==> src/rtl/cpu_types_pkg.sv <==
// rtl/cpu_types_pkg.sv - shared execute-stage types for the multiply/divide unit
package cpu_types_pkg;

  typedef enum logic [1:0] {
    MDU_MULT  = 2'd0,
    MDU_MULTU = 2'd1,
    MDU_DIV   = 2'd2,
    MDU_DIVU  = 2'd3
  } mdu_op_t;

  typedef enum logic [1:0] {
    IDLE = 2'd0,
    CALC = 2'd1,
    FIX  = 2'd2,
    DONE = 2'd3
  } mdu_state_t;

  localparam int MDU_WIDTH   = 32;
  localparam int MDU_LATENCY = MDU_WIDTH + 2;

  function automatic logic mdu_is_div(input mdu_op_t op);
    return (op == MDU_DIV) || (op == MDU_DIVU);
  endfunction

  function automatic logic mdu_is_signed(input mdu_op_t op);
    return (op == MDU_MULT) || (op == MDU_DIV);
  endfunction

endpackage

==> src/rtl/mdu_negate.sv <==
// rtl/mdu_negate.sv - conditional two's-complement negation of a W-bit vector
module mdu_negate #(
  parameter int W = 32
) (
  input  logic [W-1:0] i_val,
  input  logic         i_neg,
  output logic [W-1:0] o_val
);

  assign o_val = i_neg ? ({W{1'b0}} - i_val) : i_val;

endmodule

==> src/rtl/mdu_iterative.sv <==
// rtl/mdu_iterative.sv - iterative shift-add multiply / restoring divide unit
module mdu_iterative
  import cpu_types_pkg::*;
#(
  parameter int WIDTH = MDU_WIDTH,
  parameter int CNT_W = 6
) (
  input  logic             CLK,
  input  logic             RST,
  input  logic             start,
  input  logic [1:0]       op,
  input  logic [WIDTH-1:0] portA,
  input  logic [WIDTH-1:0] portB,
  input  logic             flush,
  output logic             busy,
  output logic             done,
  output logic [WIDTH-1:0] hi,
  output logic [WIDTH-1:0] lo,
  output logic             div_by_zero
);

  mdu_state_t         r_state;
  mdu_state_t         w_next;
  mdu_op_t            r_op;
  logic [WIDTH-1:0]   r_m;
  logic [2*WIDTH-1:0] r_acc;
  logic [CNT_W-1:0]   r_cnt;
  logic               r_sign_q;
  logic               r_sign_r;
  logic               r_dbz_pend;
  logic [WIDTH-1:0]   r_hi;
  logic [WIDTH-1:0]   r_lo;
  logic               r_dbz;

  mdu_op_t            w_op;
  logic               w_signed_in;
  logic               w_div_in;
  logic               w_b_zero;
  logic               w_accept;
  logic [WIDTH-1:0]   w_abs_a;
  logic [WIDTH-1:0]   w_abs_b;
  logic [WIDTH:0]     w_sum;
  logic [2*WIDTH-1:0] w_mul_next;
  logic [WIDTH:0]     w_rem_sh;
  logic               w_ge;
  logic [WIDTH-1:0]   w_trial;
  logic [2*WIDTH-1:0] w_div_next;
  logic [2*WIDTH-1:0] w_prod;
  logic [WIDTH-1:0]   w_quot;
  logic [WIDTH-1:0]   w_rem;

  assign w_op        = mdu_op_t'(op);
  assign w_signed_in = mdu_is_signed(w_op);
  assign w_div_in    = mdu_is_div(w_op);
  assign w_b_zero    = (portB == {WIDTH{1'b0}});
  assign w_accept    = (r_state == IDLE) && start && !flush;

  mdu_negate #(.W(WIDTH)) u_abs_a (
    .i_val(portA), .i_neg(w_signed_in & portA[WIDTH-1]), .o_val(w_abs_a)
  );
  mdu_negate #(.W(WIDTH)) u_abs_b (
    .i_val(portB), .i_neg(w_signed_in & portB[WIDTH-1]), .o_val(w_abs_b)
  );

  // Multiply: the add carry is shifted back into the accumulator MSB.
  assign w_sum      = {1'b0, r_acc[2*WIDTH-1:WIDTH]} + {1'b0, r_m};
  assign w_mul_next = r_acc[0] ? {w_sum, r_acc[WIDTH-1:1]}
                               : {1'b0, r_acc[2*WIDTH-1:1]};

  // Divide: rem < divisor before the shift, so a kept difference fits WIDTH bits.
  assign w_rem_sh   = r_acc[2*WIDTH-1:WIDTH-1];
  assign w_ge       = (w_rem_sh >= {1'b0, r_m});
  assign w_trial    = w_rem_sh[WIDTH-1:0] - r_m;
  assign w_div_next = w_ge ? {w_trial, r_acc[WIDTH-2:0], 1'b1}
                           : {r_acc[2*WIDTH-2:0], 1'b0};

  mdu_negate #(.W(2*WIDTH)) u_fix_prod (
    .i_val(r_acc), .i_neg((r_op == MDU_MULT) & r_sign_q), .o_val(w_prod)
  );
  mdu_negate #(.W(WIDTH)) u_fix_quot (
    .i_val(r_acc[WIDTH-1:0]), .i_neg((r_op == MDU_DIV) & r_sign_q), .o_val(w_quot)
  );
  mdu_negate #(.W(WIDTH)) u_fix_rem (
    .i_val(r_acc[2*WIDTH-1:WIDTH]), .i_neg((r_op == MDU_DIV) & r_sign_r), .o_val(w_rem)
  );

  always_comb begin
    w_next = r_state;
    case (r_state)
      IDLE: if (w_accept) w_next = CALC;
      CALC: begin
        if (flush)                                w_next = IDLE;
        else if (r_dbz_pend)                      w_next = DONE;
        else if (r_cnt == CNT_W'(WIDTH - 1))      w_next = FIX;
      end
      FIX:  w_next = flush ? IDLE : DONE;
      DONE: w_next = IDLE;
      default: w_next = IDLE;
    endcase
  end

  always_ff @(posedge CLK) begin
    if (RST) begin
      r_state    <= IDLE;
      r_op       <= MDU_MULT;
      r_m        <= '0;
      r_acc      <= '0;
      r_cnt      <= '0;
      r_sign_q   <= 1'b0;
      r_sign_r   <= 1'b0;
      r_dbz_pend <= 1'b0;
      r_hi       <= '0;
      r_lo       <= '0;
      r_dbz      <= 1'b0;
    end else begin
      r_state <= w_next;
      case (r_state)
        IDLE: if (w_accept) begin
          r_op       <= w_op;
          r_sign_q   <= w_signed_in & (portA[WIDTH-1] ^ portB[WIDTH-1]);
          r_sign_r   <= w_signed_in & portA[WIDTH-1];
          r_dbz      <= 1'b0;
          r_cnt      <= '0;
          r_dbz_pend <= w_div_in & w_b_zero;
          r_m        <= w_div_in ? w_abs_b : w_abs_a;
          // A zero-divisor divide keeps the raw dividend for HI.
          if (w_div_in && w_b_zero) r_acc <= {{WIDTH{1'b0}}, portA};
          else if (w_div_in)        r_acc <= {{WIDTH{1'b0}}, w_abs_a};
          else                      r_acc <= {{WIDTH{1'b0}}, w_abs_b};
        end
        CALC: if (!flush) begin
          if (r_dbz_pend) begin
            r_hi  <= r_acc[WIDTH-1:0];
            r_lo  <= {WIDTH{1'b1}};
            r_dbz <= 1'b1;
          end else begin
            r_cnt <= r_cnt + CNT_W'(1);
            r_acc <= mdu_is_div(r_op) ? w_div_next : w_mul_next;
          end
        end
        FIX: if (!flush) begin
          if (mdu_is_div(r_op)) begin
            r_hi <= w_rem;
            r_lo <= w_quot;
          end else begin
            r_hi <= w_prod[2*WIDTH-1:WIDTH];
            r_lo <= w_prod[WIDTH-1:0];
          end
        end
        default: ;
      endcase
    end
  end

  assign busy        = (r_state != IDLE);
  assign done        = (r_state == DONE);
  assign hi          = r_hi;
  assign lo          = r_lo;
  assign div_by_zero = r_dbz;

endmodule
==> config.mk <==
export PLATFORM = sky130hd
export DESIGN_NAME = mdu_iterative
export DESIGN_NICKNAME = d
export VERILOG_FILES = /design/src/rtl/cpu_types_pkg.sv /design/src/rtl/mdu_negate.sv /design/src/rtl/mdu_iterative.sv
export SDC_FILE = /design/constraint.sdc
export NUM_CORES = 1
export LEC_CHECK = 0
export CORE_AREA = 4 4 231 233
export DETAILED_ROUTE_END_ITERATION = 8
export DIE_AREA = 0 0 235 237
export GPL_TIMING_DRIVEN = 0
export SLEW_MARGIN = 20
export SYNTH_ARGS = -nofsm -noshare
export SYNTH_HDL_FRONTEND = slang
export SYNTH_SLANG_ARGS = --single-unit
==> constraint.sdc <==
create_clock -name CLK -period 5.8 [get_ports CLK]
set_input_delay 0.58 -clock CLK [delete_from_list [all_inputs] [get_ports CLK]]
set_output_delay 0.58 -clock CLK [all_outputs]
set_load 0.01 [all_outputs]
Run 1, supply network:
Bar = 50 um. Pins as bars on the die edge. Tap cells in grey.
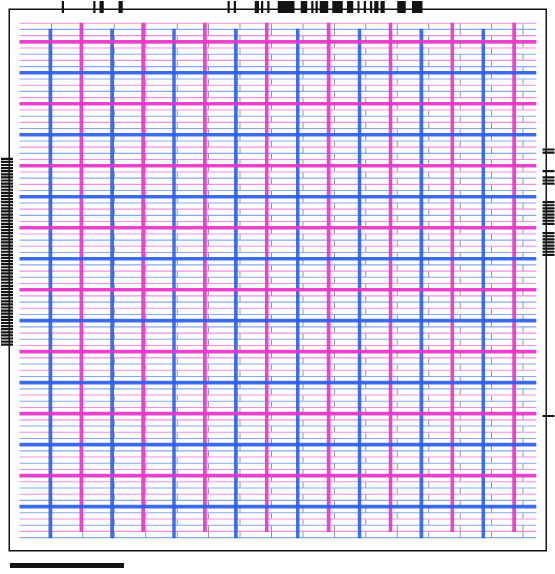
Magenta is VDD. Blue is VSS.
The core has 83 rows. 680 tap cells.

Run 1, routed metal per tile:
24 x 24 tiles, from dark blue (low) to red (high), scaled to the fullest tile. Values are wire area over tile area, all layers added.
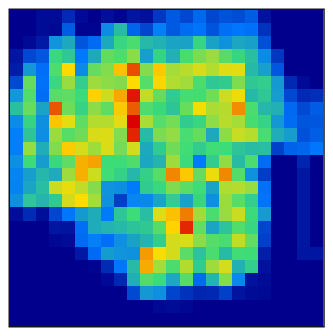
The emptiest ninth of the die: lower left. The fullest tile reaches 0.63. 26% of the tiles are nearly empty. 30% of the tiles are over half the peak. The mean over all tiles is 0.20.

==> job_summary.md, run 1 <==
## Synthesis and layout report

| Metric | Value |
|---|---|
| Clock root buffer | `clkbuf_16` |
| Clock sinks | `174` |
| Startpoint Class | `flop` |
| Tool warning count | `26` |
| Logic pwr share | `30.1%` |
| Post-layout period usage | `76.4%` |
| Clk network pwr share | `33.0%` |
| Slowest stage delay, CP | `0.69 ns` |
| First-pass GRT wire length | `101 mm` |
| Drt pass-1 iters | `7` |
| Fraction of area in registers | `19.4%` |
| Cells after synthesis | `2,083` |
| #MultiIn Comb | `1,679` |
| Placement Cell Area | `0.0174 mm2` |
| Hold Path Class | `flop to flop` |
| Routed vias/inst | `5.72` |
| Layout fillers | `5,427` |
| Vias in the first global route | `15.7k` |
| FFs & Latches | `174` |
| Initial antenna violation count | `2` |
| Port buffer count | `132` |
| M1 WL | `30.8 mm` |
| Rows | `83` |
| Layout clock area frac | `3.21%` |
| Buffering overhead | `10.8%` |
| Pwr Total | `3.52 mW` |
| Post-Layout Cell Count | `2,926` |
| Grt total ovfl | `0` |
| Most frequent cells in the layout | `nor2_1, a21oi_1, nand2_1` |
| GPL Wtd Cong | `1.00` |
| Worst vdd ir | `0.151 mV` |
| Tapcells | `680` |
| Post CTS Setup Buffer Count | `0` |
| Synth flops | `174` |
| Core Region | `0.0512 mm2` |
| AND-OR/OR-AND share of the synthesized area | `29.2%` |
| Clock buffers | `18` |
| Family with the most delay on the worst path | `AND-OR/OR-AND gates` |
| Achievable frequency | `226 MHz` |
| Routed WL | `68.4 mm` |
| Placed Instances | `2,895` |
| Routed wl met2 | `30.6 mm` |
| Tightest Pin Transition | `1.17 ns` |
| Clock Skews | `0.0182 ns` |
| H-tree Lvls | `4` |
| Worst Path Arrival | `4.79 ns` |
| Internal power | `2.21 mW` |
| Sw power | `1.31 mW` |
| I/O pins | `137` |
| Syn nets | `2,224` |
| Post-cts sizing count | `0` |
| Logic area | `0.0109 mm2` |
| N_diodes | `0` |
| Die width | `235 um` |
| Area fraction in xor and xnor cells | `10.2%` |
| P_seq | `1.30 mW` |
| Signal inverters | `74` |
| Crit end category | `flop` |
| Reg-to-Reg Start | `r_m[19]$_SDFFE_PP0P_` |
| Crit Reg-Reg Endpoint | `r_acc[54]$_SDFFE_PP0P_` |
| Sw Share | `37.3%` |
| Synth top area share | `22.9%` |
| Final Setup Violations | `0` |
| Met2 usage | `37.6%` |
| Crit-path max FO | `10` |
| Outcome | `finished clean` |
| Post-Synth Adder-Cell Area | `5.93%` |
| # Max-Cap Violations | `0` |
| Reg2reg setup slack | `1.37 ns` |
| Flop area | `0.00348 mm2` |
| Initial drt markers | `1,584` |
| Layout cells sized above 1 | `3.38%` |
| Worst-case clock buffer depth | `2` |
| CTS tree | `yes` |
| Crit Path Category | `flop to flop` |
| Final Cell Area | `0.0180 mm2` |
| Yosys stat area | `0.0152 mm2` |
| Yosys top cell by area | `dfxtp_1` |
| Stages on the worst setup path | `12` |
| MUX share of area | `4.41%` |
| Most numerous logic cell after layout | `nor2_1` |
| Distinct lib cells | `77` |
| Top_reg_cell synth | `dfxtp_1` |
| RSZ-0062 raised after global routing | `no` |
| Fp_density | `29.7%` |
| Crit path launch | `r_m[19]$_SDFFE_PP0P_` |
| Max reg flops | `64` |
| Biggest register | `r_acc` |
| Yosys warns | `0` |
| Final Max Tran Viols | `0` |
| Critical-path cell list | `inv_1 > ha_1 > clkbuf_1 > nand4_1 > a2111o_1 > o21ai_0 > a21oi_1 > a31oi_1 > clkbuf_1 > mux2i_1 > mux2i_1 > a22o_1` |
| Slew HR | `21.4%` |
| Worst hold path depth | `2` |
| GR Layer Usage met3 | `3.87%` |
| Power Density | `196 mW/mm2` |
| Die Size | `0.0557 mm2` |
| Yosys cell count | `2,083` |
| # DRC | `0` |
| Routed WL per cell | `23.4 um` |
| Final core occ | `35.1%` |
| Hold path startpoint | `hi[28]$_SDFFE_PP0P_` |
| Largest net degree at the start of global routing | `19` |
| Count leader, synth | `nor2_1` |
| Hold Path End | `hi[28]$_SDFFE_PP0P_` |
| Most frequent cells after synthesis | `nor2_1, a21oi_1, nand2_1, dfxtp_1, clkbuf_1` |
| Pre-CTS setup slack | `1.14 ns` |
| Area Overhead vs Synth | `18.0%` |
| Req. time, crit path | `6.15 ns` |
| Synth Seq Share | `22.9%` |
| Die height | `237 um` |
| Pwr top | `registers` |
| Basic Gates by Area | `21.5%` |
| DP HPWL | `56.0 mm` |
| Combinational share of cell area | `60.4%` |
| CP endpoint | `r_acc[54]$_SDFFE_PP0P_` |
| Synth Cell Area | `0.0152 mm2` |
| FF-to-FF path depth | `12` |
| Clk. pwr | `1.16 mW` |
| Clock slew at reported path FFs | `0.07 ns` |
| Critical-path top delay cell | `clkbuf_1` |
| Final hold vios | `0` |
| Leak Pwr | `6.48 nW` |
| Final nets | `2,375` |
| Logic power comb | `1.06 mW` |
| Syn avg cell area | `7.31 um2` |
| Post-synth EDFFs | `0` |
| Non-clk bufs | `288` |
| Min Tclk post-route | `4.43 ns` |
| Top cells by area | `dfxtp_1, a21oi_1, xnor2_1, nor2_1, ha_1` |
| Top Layer Used | `met5` |
| Hold_ws | `0.498 ns` |
| Worst skew pair latency | `0.47 ns` |
| Busiest layer in global routing | `met2` |
| Met3 WL | `4.98 mm` |
| CP Buf/Inv Count | `3` |
| Total negative slack | `0 ns` |
| Final setup margin | `1.37 ns` |
| Tot GR Track Use | `23.4%` |
Run 1, placed cells, one colour a class:
Fill, decap, tap and diode cells in grey.
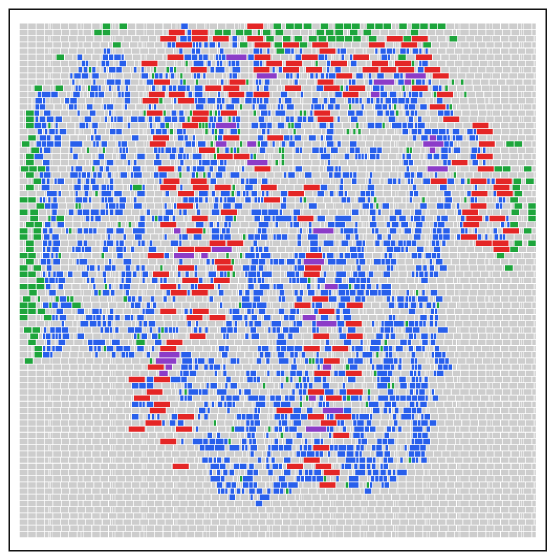
Blue is combinational and other logic, cells 1,753, share of their area 65%. Green is other buffers and delay cells, cells 288, share of their area 11%. Red is flops, cells 174, share of their area 20%. Purple is clock drivers and dummy loads, cells 31, share of their area 3.4%.

Run 1, nets reached from selected ports:
Bar = 50 um.
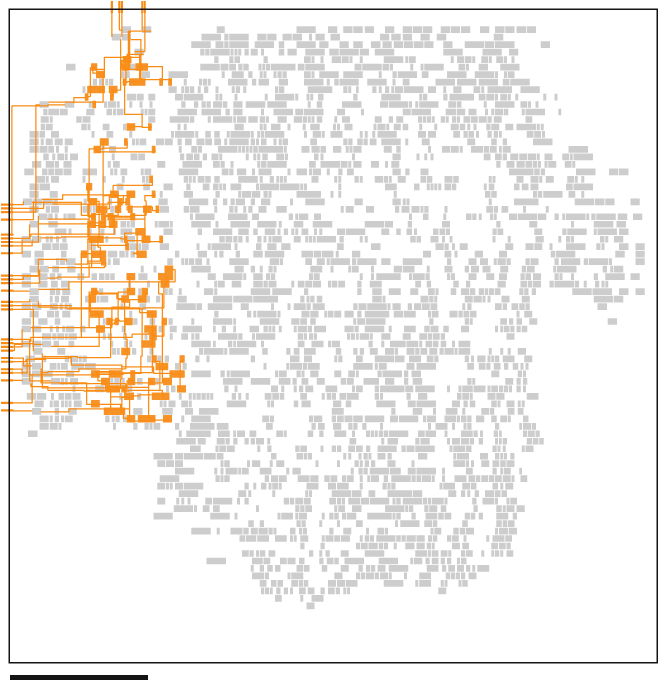

## Run 2: what changed since run 1
clock period = 4 ns   (was 5.8 ns; I/O delays follow)
Run 2, nets reached from selected ports:
Bar = 50 um.
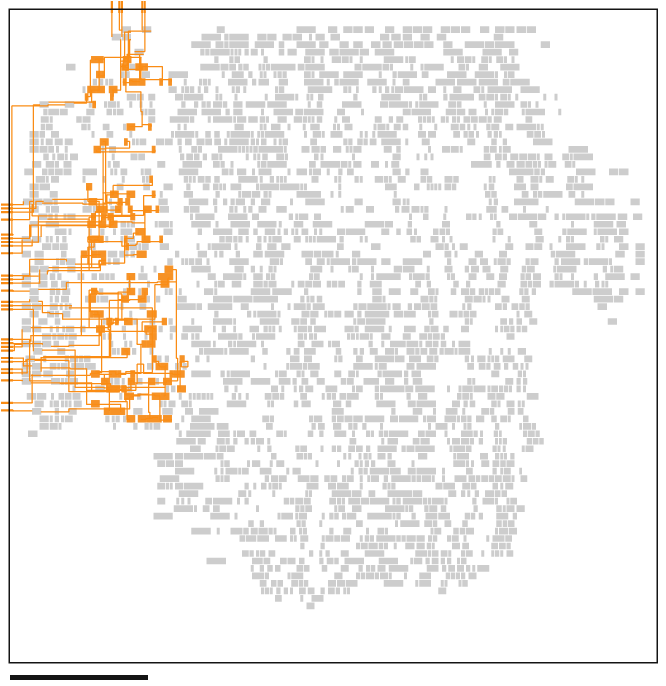
Orange is portA, bits 32, direction input, end cells 111, buffers 32, wire 2,510 um.
port buffer count: 132
I/O pins: 137

==> run 2 against run 1 <==
Cell count about the same. Sequential share of layout area decreased by 0.051 points. Synthesized area unchanged. Global-route usage about the same. Setup slack got worse by 1.2 ns. Clock skew decreased by 0.0017 ns. Hold slack got worse by 0.030 ns. Total power increased by 45%. Utilization increased by 0.093 points. Largest cell class unchanged. Largest power group unchanged.
==> job_summary.md, run 2 <==
## Synthesis and layout report

| Metric | Value |
|---|---|
| Routed WL per cell | `23.4 um (about the same)` |
| Combinational share of cell area | `60.4% (+0.070 points)` |
| Hold Path Class | `primary input to flop` |
| Synth Cell Area | `0.0152 mm2 (unchanged)` |
| Crit Reg-Reg Endpoint | `r_acc[54]$_SDFFE_PP0P_` |
| Final core occ | `35.2% (+0.093 points)` |
| Layout clock area frac | `3.20% (-0.0085 points)` |
| Req. time, crit path | `4.36 ns (-1.79 ns)` |
| Power Density | `283 mW/mm2 (+45%)` |
| MUX share of area | `4.41% (unchanged)` |
| Drt pass-1 iters | `7 (unchanged)` |
| Yosys top cell by area | `dfxtp_1` |
| Worst-case clock buffer depth | `2 (unchanged)` |
| Clock slew at reported path FFs | `0.08 ns (about the same)` |
| Logic area | `0.0109 mm2 (+0.38%)` |
| GR Layer Usage met3 | `3.77% (-0.093 points)` |
| Yosys stat area | `0.0152 mm2 (unchanged)` |
| Non-clk bufs | `286 (-0.69%)` |
| Seq pwr share | `36.9%` |
| Top Layer Used | `met5` |
| Routed WL | `68.4 mm (-0.11%)` |
| Busiest layer in global routing | `met2` |
| Final hold vios | `0 (unchanged)` |
| Outcome | `finished clean` |
| AND-OR/OR-AND share of the synthesized area | `29.2% (unchanged)` |
| Sw power | `1.91 mW (+45%)` |
| Distinct lib cells | `77 (unchanged)` |
| Routed wl met2 | `30.5 mm (-0.48%)` |
| Pwr Total | `5.11 mW (+45%)` |
| Logic pwr share | `30.2% (about the same)` |
| Count leader, synth | `nor2_1` |
| Final Max Tran Viols | `0 (unchanged)` |
| Startpoint Class | `primary input` |
| Worst skew pair latency | `0.47 ns (about the same)` |
| CP endpoint | `r_acc[24]$_SDFFE_PP0P_` |
| Final Cell Area | `0.0180 mm2 (+0.26%)` |
| Vias in the first global route | `15.7k (-0.11%)` |
| Area fraction in xor and xnor cells | `10.2% (unchanged)` |
| Sw Share | `37.3% (about the same)` |
| Achievable frequency | `258 MHz` |
| Tool warning count | `26 (unchanged)` |
| Most frequent cells in the layout | `nor2_1, a21oi_1, nand2_1` |
| First-pass GRT wire length | `101 mm (-0.12%)` |
| Cells after synthesis | `2,083 (unchanged)` |
| Top_reg_cell synth | `dfxtp_1` |
| Slew HR | `33.2% (+12 points)` |
| Core Region | `0.0512 mm2 (unchanged)` |
| Worst hold path depth | `3 (+1)` |
| Met3 WL | `5.17 mm (+3.8%)` |
| M1 WL | `30.5 mm (-0.71%)` |
| #MultiIn Comb | `1,679 (unchanged)` |
| CP Buf/Inv Count | `5 (+2)` |
| Max reg flops | `64 (unchanged)` |
| Clock Skews | `0.0165 ns (-0.00174 ns)` |
| Die width | `235 um (unchanged)` |
| Tightest Pin Transition | `0.989 ns (-0.179 ns)` |
| Synth flops | `174 (unchanged)` |
| Reg-to-Reg Start | `r_m[19]$_SDFFE_PP0P_` |
| Slowest stage delay, CP | `0.52 ns (-0.17 ns)` |
| Routed vias/inst | `5.72 (about the same)` |
| Total negative slack | `0 ns (unchanged)` |
| Yosys warns | `0 (unchanged)` |
| Clock sinks | `174 (unchanged)` |
| Post-synth EDFFs | `0 (unchanged)` |
| Logic power comb | `1.54 mW (+45%)` |
| Top cells by area | `dfxtp_1, a21oi_1, xnor2_1, nor2_1, ha_1` |
| Fp_density | `29.7% (unchanged)` |
| RSZ-0062 raised after global routing | `no` |
| GPL Wtd Cong | `1.00 (unchanged)` |
| Worst vdd ir | `0.219 mV (+45%)` |
| Most frequent cells after synthesis | `nor2_1, a21oi_1, nand2_1, dfxtp_1, clkbuf_1` |
| Hold_ws | `0.468 ns (-0.0297 ns)` |
| Crit path launch | `portB[0]` |
| Reg2reg setup slack | `0.19 ns (-1.18 ns)` |
| DP HPWL | `56.0 mm (unchanged)` |
| Hold Path End | `r_state[1]$_SDFFE_PP0P_` |
| Tapcells | `680 (unchanged)` |
| Die height | `237 um (unchanged)` |
| Tot GR Track Use | `23.3% (-0.042 points)` |
| Worst Path Arrival | `4.23 ns (-0.56 ns)` |
| Min Tclk post-route | `3.88 ns` |
| N_diodes | `0 (unchanged)` |
| Final setup margin | `0.123 ns (-1.24 ns)` |
| Initial drt markers | `1,617 (+2.1%)` |
| Layout fillers | `5,425 (-0.037%)` |
| Fraction of area in registers | `19.3% (-0.051 points)` |
| Die Size | `0.0557 mm2 (unchanged)` |
| Vias post-DR | `16.7k` |
| Biggest register | `r_acc` |
| Basic Gates by Area | `21.5% (unchanged)` |
| P_seq | `1.89 mW (+45%)` |
| Buffering overhead | `10.8% (about the same)` |
| CTS tree | `yes` |
| Area Overhead vs Synth | `18.4%` |
| H-tree Lvls | `4 (unchanged)` |
| Pre-CTS setup slack | `-0.479 ns (-1.62 ns)` |
| Met2 usage | `37.5% (-0.11 points)` |
| Internal power | `3.20 mW (+45%)` |
| Syn nets | `2,224 (unchanged)` |
| Final Setup Violations | `0 (unchanged)` |
| Post-Synth Adder-Cell Area | `5.93% (unchanged)` |
| Most numerous logic cell after layout | `nor2_1` |
| Grt total ovfl | `0 (unchanged)` |
| Final nets | `2,373 (-0.084%)` |
| Post CTS Setup Buffer Count | `0 (unchanged)` |
| Leak Pwr | `6.49 nW (+0.16%)` |
| Initial antenna violation count | `2 (unchanged)` |
| Syn avg cell area | `7.31 um2 (unchanged)` |
| Flop area | `0.00348 mm2 (unchanged)` |
| Post-cts sizing count | `3 (+3)` |
| Hold_buf cts | `0` |
| Clk network pwr share | `32.9% (about the same)` |
| Stages on the worst setup path | `13 (+1)` |
| FF-to-FF path depth | `12 (unchanged)` |
| Family with the most delay on the worst path | `simple AND/OR/NAND/NOR gates` |
| Crit Path Category | `primary input to flop` |
| Clock buffers | `18 (unchanged)` |
| Clock root buffer | `clkbuf_16` |
| Crit end category | `flop` |
| Layout cells sized above 1 | `3.79% (+0.40 points)` |
| Synth Seq Share | `22.9% (unchanged)` |
| Placed Instances | `2,895 (unchanged)` |
| Post-Layout Cell Count | `2,924 (-0.068%)` |
| Signal inverters | `74 (unchanged)` |
| Post-layout period usage | `96.9%` |
| # Max-Cap Violations | `0 (unchanged)` |
| Critical-path cell list | `clkdlybuf4s50_1 > inv_1 > ha_1 > or4b_4 > or4_4 > or3b_1 > buf_2 > or4b_4 > buf_6 > buf_6 > o221ai_2 > nand2_1 > a32o_1` |
| Rows | `83 (unchanged)` |
| Crit-path max FO | `10 (unchanged)` |
| FFs & Latches | `174 (unchanged)` |
| Pwr top | `registers` |
| Clk. pwr | `1.68 mW (+45%)` |
| Synth top area share | `22.9% (unchanged)` |
| Hold path startpoint | `flush` |
| Critical-path top delay cell | `clkdlybuf4s50_1` |
| Yosys cell count | `2,083 (unchanged)` |
Run 2, routed metal per tile:
24 x 24 tiles, from dark blue (low) to red (high), scaled to the fullest tile. Values are wire area over tile area, all layers added.
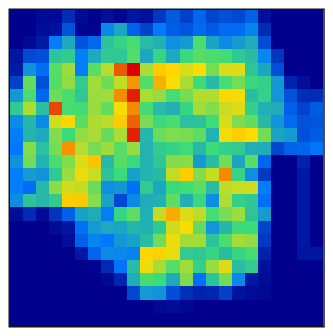
26% of the tiles are nearly empty. The emptiest ninth of the die: lower left. The fullest tile reaches 0.64. 28% of the tiles are over half the peak. The mean over all tiles is 0.20.

Power is estimated from default activity; no workload was simulated.
